**src/rtl/balance_pid_seq.sv**
```systemverilog
// balance_pid_seq: sequences one PID update per pitch sample on a shared P/D multiplier,
// saturating at every narrowing step. Define PID_INTEG_EN to include the integrator path.
module balance_pid_seq #(
    parameter logic [4:0] P_COEF   = 5'd9,
    parameter logic [5:0] D_COEF   = 6'd20,
    parameter int         D_QDEPTH = 2
) (
    input  logic               clk,
    input  logic               rst,
    input  logic               vld,
    input  logic signed [15:0] ptch,
    input  logic               pwr_up,
    input  logic               cntrl_rdy,
    output logic signed [11:0] PID_cntrl,
    output logic               cntrl_vld,
    output logic               smpl_drop
);

    typedef enum logic [2:0] {
        IDLE  = 3'd0,
        SAT   = 3'd1,
        PTERM = 3'd2,
        DTERM = 3'd3,
`ifdef PID_INTEG_EN
        ITERM = 3'd4,
`endif
        SUM   = 3'd5,
        HOLD  = 3'd6
    } state_t;

    state_t             state_q;
    logic signed [15:0] ptch_q;
    logic signed [9:0]  err_sat_q;
    logic signed [9:0]  err_sat_d;
    logic signed [14:0] p_term_q;
    logic signed [14:0] p_term_d;
    logic signed [12:0] d_term_q;
    logic signed [12:0] d_term_d;
    logic signed [11:0] pid_q;
    logic signed [11:0] pid_d;
    logic               cntrl_vld_q;
    logic               smpl_drop_q;
    logic signed [9:0]  hist_q [D_QDEPTH];

    logic signed [10:0] d_diff;
    logic signed [6:0]  d_diff_sat;
    logic signed [9:0]  mult_a;
    logic signed [6:0]  mult_b;
    logic signed [16:0] product;
    logic signed [11:0] i_term;
    logic signed [15:0] total;

    always_comb begin
        err_sat_d = ptch_q[9:0];
        if (ptch_q > 16'sd511)
            err_sat_d = 10'sh1FF;
        else if (ptch_q < -16'sd512)
            err_sat_d = 10'sh200;
    end

    // hist_q[D_QDEPTH-1] is the oldest processed sample
    always_comb begin
        d_diff = {err_sat_q[9], err_sat_q} - {hist_q[D_QDEPTH-1][9], hist_q[D_QDEPTH-1]};
        d_diff_sat = d_diff[6:0];
        if (d_diff > 11'sd63)
            d_diff_sat = 7'sh3F;
        else if (d_diff < -11'sd64)
            d_diff_sat = 7'sh40;
    end

    // Single multiplier: P operand in PTERM, D operand otherwise
    always_comb begin
        if (state_q == PTERM) begin
            mult_a = err_sat_q;
            mult_b = {2'b00, P_COEF};
        end else begin
            mult_a = {{3{d_diff_sat[6]}}, d_diff_sat};
            mult_b = {1'b0, D_COEF};
        end
        product = mult_a * mult_b;
    end

    always_comb begin
        p_term_d = product[14:0];
        if (product > 17'sd16383)
            p_term_d = 15'sh3FFF;
        else if (product < -17'sd16384)
            p_term_d = 15'sh4000;
        d_term_d = product[12:0];
        if (product > 17'sd4095)
            d_term_d = 13'sh0FFF;
        else if (product < -17'sd4096)
            d_term_d = 13'sh1000;
    end

`ifdef PID_INTEG_EN
    logic signed [17:0] integ_q;
    logic signed [17:0] integ_sum;
    logic               integ_ovf;

    assign integ_sum = integ_q + {{8{err_sat_q[9]}}, err_sat_q};
    assign integ_ovf = (integ_q[17] == err_sat_q[9]) && (integ_sum[17] != integ_q[17]);
    assign i_term    = integ_q[17:6];

    always_ff @(posedge clk) begin
        if (rst || !pwr_up)
            integ_q <= '0;
        else if (state_q == ITERM && !integ_ovf)
            integ_q <= integ_sum;
    end
`else
    logic unused_pwr_up;
    assign unused_pwr_up = pwr_up;
    assign i_term        = '0;
`endif

    always_comb begin
        total = {{4{i_term[11]}}, i_term} + {p_term_q[14], p_term_q}
              + {{3{d_term_q[12]}}, d_term_q};
        pid_d = total[11:0];
        if (total > 16'sd2047)
            pid_d = 12'sh7FF;
        else if (total < -16'sd2048)
            pid_d = 12'sh800;
    end

    // Derivative history shifts once per processed sample, during DTERM
    genvar gi;
    generate
        for (gi = 0; gi < D_QDEPTH; gi++) begin : g_hist
            if (gi == 0) begin : g_head
                always_ff @(posedge clk) begin
                    if (rst)
                        hist_q[0] <= '0;
                    else if (state_q == DTERM)
                        hist_q[0] <= err_sat_q;
                end
            end else begin : g_tail
                always_ff @(posedge clk) begin
                    if (rst)
                        hist_q[gi] <= '0;
                    else if (state_q == DTERM)
                        hist_q[gi] <= hist_q[gi-1];
                end
            end
        end
    endgenerate

    always_ff @(posedge clk) begin
        if (rst) begin
            state_q     <= IDLE;
            ptch_q      <= '0;
            err_sat_q   <= '0;
            p_term_q    <= '0;
            d_term_q    <= '0;
            pid_q       <= '0;
            cntrl_vld_q <= 1'b0;
            smpl_drop_q <= 1'b0;
        end else begin
            smpl_drop_q <= vld && (state_q != IDLE);
            case (state_q)
                IDLE: begin
                    if (vld) begin
                        ptch_q  <= ptch;
                        state_q <= SAT;
                    end
                end
                SAT: begin
                    err_sat_q <= err_sat_d;
                    state_q   <= PTERM;
                end
                PTERM: begin
                    p_term_q <= p_term_d;
                    state_q  <= DTERM;
                end
                DTERM: begin
                    d_term_q <= d_term_d;
`ifdef PID_INTEG_EN
                    state_q  <= ITERM;
`else
                    state_q  <= SUM;
`endif
                end
`ifdef PID_INTEG_EN
                ITERM: begin
                    state_q <= SUM;
                end
`endif
                SUM: begin
                    pid_q       <= pid_d;
                    cntrl_vld_q <= 1'b1;
                    state_q     <= HOLD;
                end
                HOLD: begin
                    if (cntrl_rdy) begin
                        cntrl_vld_q <= 1'b0;
                        state_q     <= IDLE;
                    end
                end
                default: begin
                    state_q <= IDLE;
                end
            endcase
        end
    end

    assign PID_cntrl = pid_q;
    assign cntrl_vld = cntrl_vld_q;
    assign smpl_drop = smpl_drop_q;

endmodule

```
**config.mk**
```make
export PLATFORM = sky130hd
export DESIGN_NAME = balance_pid_seq
export DESIGN_NICKNAME = d
export VERILOG_FILES = /design/src/rtl/balance_pid_seq.sv
export SDC_FILE = /design/constraint.sdc
export NUM_CORES = 1
export LEC_CHECK = 0
export CORE_MARGIN = 8
export CORE_UTILIZATION = 65
export DETAILED_ROUTE_END_ITERATION = 10
export PLACE_DENSITY = 0.86
export REMOVE_ABC_BUFFERS = 1
export SYNTH_ARGS = -nofsm -noshare
export SYNTH_HDL_FRONTEND = slang
export SYNTH_SLANG_ARGS = --single-unit
```
**constraint.sdc**
```tcl
create_clock -name clk -period 10 [get_ports clk]
set_clock_uncertainty 0.15 [all_clocks]
set_input_delay 1.5 -clock clk [delete_from_list [all_inputs] [get_ports clk]]
set_output_delay 1.5 -clock clk [all_outputs]
set_load 0.05 [all_outputs]
```
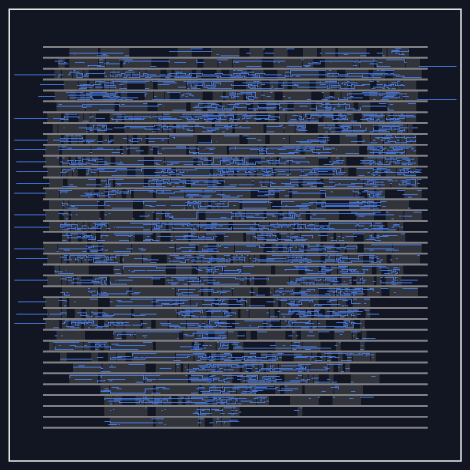
(images/m1.png)
Drawn at 4 px/µm. Supply wires on this layer in grey.
longest straight run: 24.4 µm
wire length on this layer: 5,460 µm
nets with wire on the layer: 792
main direction: horizontal
share of all routed wire: 43%
vias: 5,172
global-route met1 utilization: 24.2%
drt total wl: 12,800 µm

==> impl_metrics.yaml <==
# implementation run metrics
floorplan:
  ioPinCount: 35
  die_w_um: 113
  die_y_um: 113
  core_area_um2: 9150
  initial_utilization_pct: 66.3
routing:
  ant_nets: 0
  met3_length_um: 634
  viasPerCell: 6.06
  post_drt_wl_per_cell_um: 15.0
worst_hold_path:
  min_from: "ptch_q[5]"
pwr:
  p_comb_share_pct: 54.8
  power.density_nw_per_um2: 226
  clock_power_share_pct: 17.2
  finalPower_uw: 1500
  switching_power_uw: 658
synth:
  ff_type: "dfxtp_1"
  ys_cells: 714
  synth_area_leader_cell: "dfxtp_1"
  simple_gate_share_pct: 18.7
  adder_share_pct: 15.8
  synth_chip_area_um2: 6060
  top_cells_by_count: "71 x dfxtp_1, 71 x nor2_1, 70 x nand2_1, 57 x inv_1, 55 x a21oi_1"
  ys_sh_mux_pct: 0.516
  synth_flops: 91
layout:
  layout_top_cells: "71 x dfxtp_1, 71 x nor2_1, 70 x nand2_1"
  comb_share_pct: 55.9
  drive_above_1_share_pct: 5.52
  final_util_pct: 72.8
setup_path:
  cpMostUsedCell: "inv_1"
  path_delay_family: "AND-OR/OR-AND gates"
  crit_path_max_incr_delay_ps: 890
  cp_max_fo: 13
  critical_path_buf_inv_count: 4
final_timing:
  max_freq_ghz: 0.140
  setup_tns_ps: 0
  rsz0062_at_grt: "false"
global_route:
  track_usage_pct: 20.6
run:
  warnings: 29
  maxCapViolCount: 0
run_status:
  status: "completed"
clocking:
  clock-root-buffer: "clkbuf_8"
place:
  dp.cells: 838
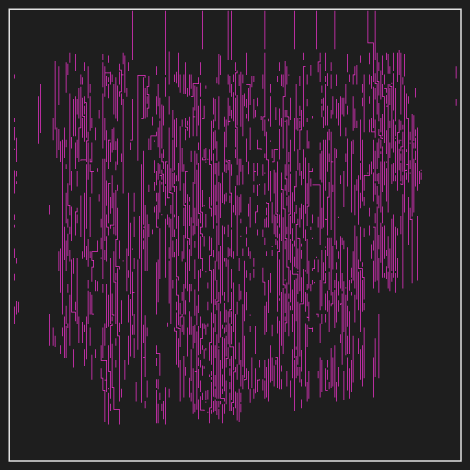
(images/m2.png)
Drawn at 4 px/µm.
nets with wire on the layer: 703
main direction: vertical
GR Layer Usage met2: 37.0%

[path summary, 6_finish.rpt]
| path | endpoint | slack [ps] | depth (start not counted) |
|---|---|---|---|
| setup reg to reg | d_term_q[6] | 2840 | 24 |
| hold / removal | ptch_q[5] | 300 | 2 |
| setup / recovery | d_term_q[6] | 2840 | 24 |
| hold reg to reg | ptch_q[5] | 300 | 2 |
[sequential cells by signal (all words and copies together) (netlist names)]
| name | count |
|---|---|
| ptch_q | 16 |
| hist_q | 20 |
| err_sat_q | 10 |
| smpl_drop | 1 |
| p_term_q | 15 |
| state_q | 3 |
| d_term_q | 13 |
| cntrl_vld | 1 |
| PID_cntrl | 12 |
Power figures rest on the tool's default switching activity, not on a simulated workload.
